**src/rtl/invader_shot_scheduler_if.sv**
```systemverilog
// Muzzle-position handshake between the shot scheduler (master) and the invader block (slave).
// The master holds spawn_req/spawn_col until the slave answers with spawn_ack and a position.
interface invader_shot_scheduler_if;
    logic       spawn_req;
    logic [3:0] spawn_col;
    logic       spawn_ack;
    logic [9:0] spawn_x;
    logic [9:0] spawn_y;

    modport master (output spawn_req, output spawn_col,
                    input  spawn_ack, input  spawn_x, input  spawn_y);
    modport slave  (input  spawn_req, input  spawn_col,
                    output spawn_ack, output spawn_x, output spawn_y);
endinterface

```
**src/rtl/invader_shot_scheduler.sv**
```systemverilog
// Invader shot scheduler: periodic LFSR column pick, muzzle-position request,
// and per-frame movement / clearing of a small pool of downward shots.
module invader_shot_scheduler #(
    parameter int unsigned NUM_SHOTS     = 3,
    parameter int unsigned NUM_COLS      = 11,
    parameter int unsigned FIRE_PERIOD   = 48,
    parameter int unsigned SHOT_STEP     = 4,
    parameter int unsigned SCREEN_BOTTOM = 480
) (
    input  logic                      clk,
    input  logic                      rst,
    input  logic                      frame,
    input  logic                      game_active,
    input  logic [NUM_COLS-1:0]       col_alive,
    invader_shot_scheduler_if.master  spawn,
    input  logic [NUM_SHOTS-1:0]      shot_hit,
    output logic [NUM_SHOTS-1:0]      shot_active,
    output logic [10*NUM_SHOTS-1:0]   shot_x,
    output logic [10*NUM_SHOTS-1:0]   shot_y
);
    localparam int unsigned CW = (FIRE_PERIOD > 1) ? $clog2(FIRE_PERIOD) : 1;
    localparam logic [CW-1:0] LAST_CNT = CW'(FIRE_PERIOD - 1);

    typedef enum logic [1:0] {IDLE, CHECK, REQ, WAIT} state_t;

    state_t               state;
    logic [7:0]           lfsr;
    logic [CW-1:0]        frame_cnt;
    logic                 fire_tick;
    logic [3:0]           col;
    logic [3:0]           scan_count;
    logic [3:0]           cand;
    logic [3:0]           col_next;
    logic                 spawn_load;
    logic [NUM_SHOTS-1:0] load_mask;
    logic [NUM_SHOTS-1:0] exits;
    logic [10:0]          y_adv [NUM_SHOTS];

    assign cand = ({1'b0, lfsr[3:0]} >= 5'(NUM_COLS)) ? lfsr[3:0] - 4'(NUM_COLS) : lfsr[3:0];
    assign col_next = (col == 4'(NUM_COLS - 1)) ? '0 : col + 4'd1;
    assign spawn_load = (state == WAIT) && spawn.spawn_ack && game_active;
    // Lowest clear bit of shot_active: the lowest-index free slot, empty when all are busy.
    assign load_mask = ~shot_active & (shot_active + NUM_SHOTS'(1));

    always_comb begin
        exits = '0;
        for (int unsigned i = 0; i < NUM_SHOTS; i++) begin
            y_adv[i] = {1'b0, shot_y[10*i +: 10]} + 11'(SHOT_STEP);
            exits[i] = (y_adv[i] >= 11'(SCREEN_BOTTOM));
        end
    end

    always_ff @(posedge clk) begin
        if (rst) begin
            state            <= IDLE;
            lfsr             <= 8'hA5;
            frame_cnt        <= '0;
            fire_tick        <= 1'b0;
            col              <= '0;
            scan_count       <= '0;
            spawn.spawn_req  <= 1'b0;
            spawn.spawn_col  <= '0;
        end else begin
            if (frame && game_active) begin
                lfsr      <= {lfsr[6:0], lfsr[7] ^ lfsr[5] ^ lfsr[4] ^ lfsr[3]};
                frame_cnt <= (frame_cnt == LAST_CNT) ? '0 : frame_cnt + CW'(1);
            end
            fire_tick <= frame && game_active && (frame_cnt == LAST_CNT);

            if (!game_active) begin
                state           <= IDLE;
                spawn.spawn_req <= 1'b0;
            end else begin
                case (state)
                    IDLE: begin
                        if (fire_tick && !(&shot_active) && (|col_alive)) begin
                            col        <= cand;
                            scan_count <= '0;
                            state      <= CHECK;
                        end
                    end
                    CHECK: begin
                        if (col_alive[col]) begin
                            state <= REQ;
                        end else begin
                            col        <= col_next;
                            scan_count <= scan_count + 4'd1;
                            if (scan_count == 4'(NUM_COLS - 1))
                                state <= IDLE;
                        end
                    end
                    REQ: begin
                        spawn.spawn_req <= 1'b1;
                        spawn.spawn_col <= col;
                        state           <= WAIT;
                    end
                    WAIT: begin
                        if (spawn.spawn_ack) begin
                            spawn.spawn_req <= 1'b0;
                            state           <= IDLE;
                        end
                    end
                    default: state <= IDLE;
                endcase
            end
        end
    end

    // Per slot: hit beats spawn beats frame move; a fresh spawn is not moved by a coincident frame.
    always_ff @(posedge clk) begin
        if (rst) begin
            shot_active <= '0;
            shot_x      <= '0;
            shot_y      <= '0;
        end else begin
            for (int unsigned i = 0; i < NUM_SHOTS; i++) begin
                if (!game_active || shot_hit[i]) begin
                    shot_active[i] <= 1'b0;
                end else if (spawn_load && load_mask[i]) begin
                    shot_active[i]     <= 1'b1;
                    shot_x[10*i +: 10] <= spawn.spawn_x;
                    shot_y[10*i +: 10] <= spawn.spawn_y;
                end else if (frame && shot_active[i]) begin
                    if (exits[i])
                        shot_active[i] <= 1'b0;
                    else
                        shot_y[10*i +: 10] <= y_adv[i][9:0];
                end
            end
        end
    end
endmodule

```
**src/flat_wrapper.sv**
```systemverilog
// flat-port wrapper written by rule: the top's interface ports become plain ports
module invader_shot_scheduler_flat 
#(
    parameter int unsigned NUM_SHOTS     = 3,
    parameter int unsigned NUM_COLS      = 11,
    parameter int unsigned FIRE_PERIOD   = 48,
    parameter int unsigned SHOT_STEP     = 4,
    parameter int unsigned SCREEN_BOTTOM = 480
)
  (clk, rst, frame, game_active, col_alive, shot_hit, shot_active, shot_x, shot_y, spawn_spawn_req, spawn_spawn_col, spawn_spawn_ack, spawn_spawn_x, spawn_spawn_y);
  invader_shot_scheduler_if spawn_i ();
  input  logic clk;
  input  logic rst;
  input  logic frame;
  input  logic game_active;
  input  logic [NUM_COLS-1:0] col_alive;
  input  logic [NUM_SHOTS-1:0] shot_hit;
  output logic [NUM_SHOTS-1:0] shot_active;
  output logic [10*NUM_SHOTS-1:0] shot_x;
  output logic [10*NUM_SHOTS-1:0] shot_y;
  output wire logic [$bits(spawn_i.spawn_req)-1:0] spawn_spawn_req;
  output wire logic [$bits(spawn_i.spawn_col)-1:0] spawn_spawn_col;
  input wire logic [$bits(spawn_i.spawn_ack)-1:0] spawn_spawn_ack;
  input wire logic [$bits(spawn_i.spawn_x)-1:0] spawn_spawn_x;
  input wire logic [$bits(spawn_i.spawn_y)-1:0] spawn_spawn_y;
  assign spawn_spawn_req = spawn_i.spawn_req;
  assign spawn_spawn_col = spawn_i.spawn_col;
  assign spawn_i.spawn_ack = spawn_spawn_ack;
  assign spawn_i.spawn_x = spawn_spawn_x;
  assign spawn_i.spawn_y = spawn_spawn_y;
  invader_shot_scheduler #(.NUM_SHOTS(NUM_SHOTS), .NUM_COLS(NUM_COLS), .FIRE_PERIOD(FIRE_PERIOD), .SHOT_STEP(SHOT_STEP), .SCREEN_BOTTOM(SCREEN_BOTTOM)) u_core (.clk(clk), .rst(rst), .frame(frame), .game_active(game_active), .col_alive(col_alive), .spawn(spawn_i), .shot_hit(shot_hit), .shot_active(shot_active), .shot_x(shot_x), .shot_y(shot_y));
endmodule
```
**config.mk**
```make
export PLATFORM = sky130hd
export DESIGN_NAME = invader_shot_scheduler_flat
export DESIGN_NICKNAME = d
export VERILOG_FILES = /design/src/rtl/invader_shot_scheduler_if.sv /design/src/rtl/invader_shot_scheduler.sv /design/src/flat_wrapper.sv
export SDC_FILE = /design/constraint.sdc
export NUM_CORES = 1
export LEC_CHECK = 0
export CAP_MARGIN = 20
export CORE_UTILIZATION = 25
export CTS_CLUSTER_SIZE = 40
export DETAILED_ROUTE_END_ITERATION = 10
export GPL_ROUTABILITY_DRIVEN = 0
export PLACE_DENSITY = 0.53
export SYNTH_ARGS = -nofsm -noshare
export SYNTH_HDL_FRONTEND = slang
export SYNTH_SLANG_ARGS = --single-unit
export TNS_END_PERCENT = 20
```
**constraint.sdc**
```tcl
create_clock -name clk -period 4.74 [get_ports clk]
set_clock_uncertainty 0.2 [all_clocks]
set_input_delay 0.948 -clock clk [delete_from_list [all_inputs] [get_ports clk]]
set_output_delay 0.948 -clock clk [all_outputs]
set_load 0.1 [all_outputs]
```
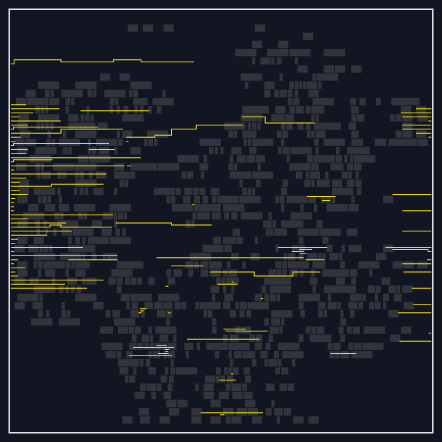
*Signal wires on met3*
Drawn at 3 px/um. Cells faint in the background.
longest straight run: 48.8 um
share of all routed wire: 8.6%

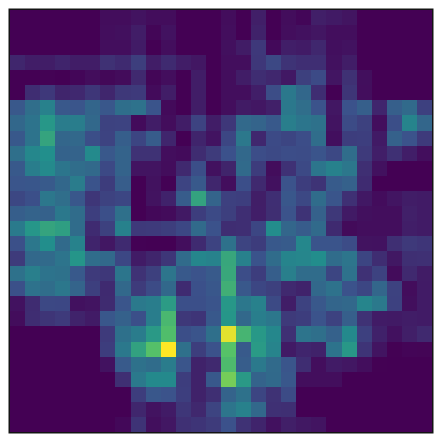
*Wire density map*
Drawn at 3 px/um. The die is cut into 28 by 28 equal tiles; dark purple is low, yellow is high, scaled to the fullest tile. Values are wire area over tile area, all layers added.
densest ninth of the die: bottom middle
mean over tiles: 0.12
fullest tile: 0.70
tiles over half the peak: 3.6%
nearly empty tiles: 23%
mean routed wirelength per cell: 15.5 um
Via Count: 4706
GRT Util Overall: 15.1%

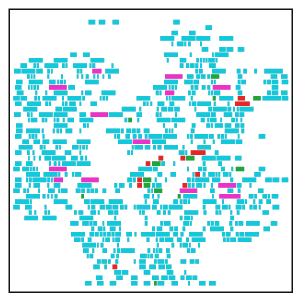
*Cell sizes after repair*
Drawn at 2 px/um.
[magenta] drive 6 and up | cells: 13 | share: 1.8% | most used: clkbuf_16
[green] drive 2 | cells: 13 | share: 1.8% | most used: clkinv_2
[red] drive 3 to 4 | cells: 11 | share: 1.6% | most used: buf_4
[cyan] drive 1 or less | cells: 671 | share: 95% | most used: nand2_1

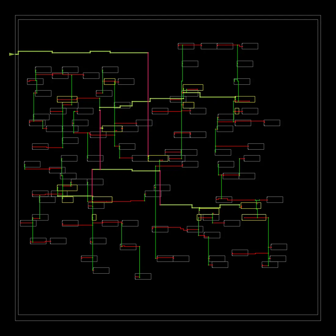
*The clock network*
clock sink count: 93
number of sequential cells in the layout: 93
clock buffer count from CTS: 9

==> results.txt <==
The synthesis and place-and-route flow finished, so here is a summary.

The run finished with clean final reports. Cells with a size suffix above 1 make up about 5.2% of the layout. In this run the critical path is formed by clkdlybuf4s50_1 -> nand4_4 -> or3b_1 -> nor3b_2 -> buf_4 -> a211oi_2 -> or2_1 -> o21ai_1. The die boundary height is 141 um. According to the dpl log, the detail-placed design has an HPWL of between 10000 and 15000 um. Endpoints with negative setup slack in the final report add up to 0. The first global-routing pass estimated roughly 24000 um of wire.

Counting the warning lines in the Yosys log gives 0. Yosys mapped a number of flops with a built-in enable equal to 0. The reported clock group power came out at between 700 and 800 uW. The number of placed I/O pins came out at roughly 110. The total buffers and inverters traversed by the critical path came out at 2. The number of violations reported at the end of detailed-routing iteration 0 is about 280. The core box area is approximately 19000 um2. The number of antenna violations at the first check in global routing is 0.

The average instance area after synthesis came out at a little under 8 um2. The tool warning count is 27. The maximum clock frequency is 293 MHz. Per the GRT congestion report, total overflow comes to 0.

Of all power groups, the one with the highest power is registers. The maximum cell stage delay along the critical path came out at 0.67 ns. The critical path arrival came out at approximately 3.5 ns.

The switching portion of total power is between 20% and 30%. The fraction of synthesized cell area taken by the top area cell type is 38.7%. The antenna diode count is 0. The multiplexer share of the synthesized area is under 10%.

The number of search-and-repair iterations in the first detailed-routing pass is 6. The total routed wirelength came out at around 15000 um. The chip width is 141 um. TritonCTS built the clock tree. The number of H-tree levels is 3. The fraction of cell area in non-clock buffers came out at between 10% and 20%.
## through the flow
stage | setup WS (ns) | std cells | instance area (um2) | power, mW | utilization (%)
final | 1.33 | 942 | 6370 | 1.67 | 34.0
after global routing | 1.13 | 942 | 6370 | 1.74 | 34.0
after CTS | 1.31 | 942 | 6370 | 1.69 | 34.0
after detailed placement | 0.955 | 926 | 6060 | 0.926 | 32.3
after global placement | 1.00 | 926 | 6060 | 0.927 | 32.3
after floorplan | 1.51 | 616 | 4810 | 0.866 | -
## per-layer routing
| layer | GRT usage (%) | part of all wire, % | routed length (um) |
|---|---|---|---|
| met3 | 6.22 | 8.6 | 1260 |
| met1 | 19.8 | 47 | 6880 |
| met2 | 22.6 | 42 | 6210 |
| met5 | 0 | 0 | 0 |
| met4 | 4.46 | 1.8 | 263 |
## placed cells by master (no fill, tap or decap), types with 6 or more instances in the layout
cell type / count
nand3b_1: 7
xnor2_1: 6
nor3_1: 17
o211ai_1: 16
and2_1: 6
nand2_1: 128
nor4_1: 6
a21oi_1: 68
buf_4: 8
nor2b_1: 9
mux2i_1: 9
o31a_1: 7
nor2_1: 37
clkbuf_16: 9
o21ai_0: 10
nand3_1: 18
inv_1: 17
and3_1: 9
clkdlybuf4s50_1: 105
nand4_1: 6
ha_1: 7
nand2b_1: 6
o21ai_1: 15
dfxtp_1: 93
## worst paths after layout
kind,startpoint,to,cells after the start
hold reg to reg,u_core.shot_x[12],u_core.shot_x[12],2
hold / removal,u_core.shot_x[12],u_core.shot_x[12],2
setup reg to reg,u_core.col[1],u_core.col[2],6
setup / recovery,game_active,u_core.shot_y[19],8
## worst reg2reg max path, stage by stage, from the launching register on
cell	delay [ns]
dfxtp_1	0.61
mux4_1	0.64
mux2_2	0.29
or3b_4	0.38
a31oi_4	0.39
nand2_1	0.10
a32o_1	0.27
Power and IR drop assume default switching activity.
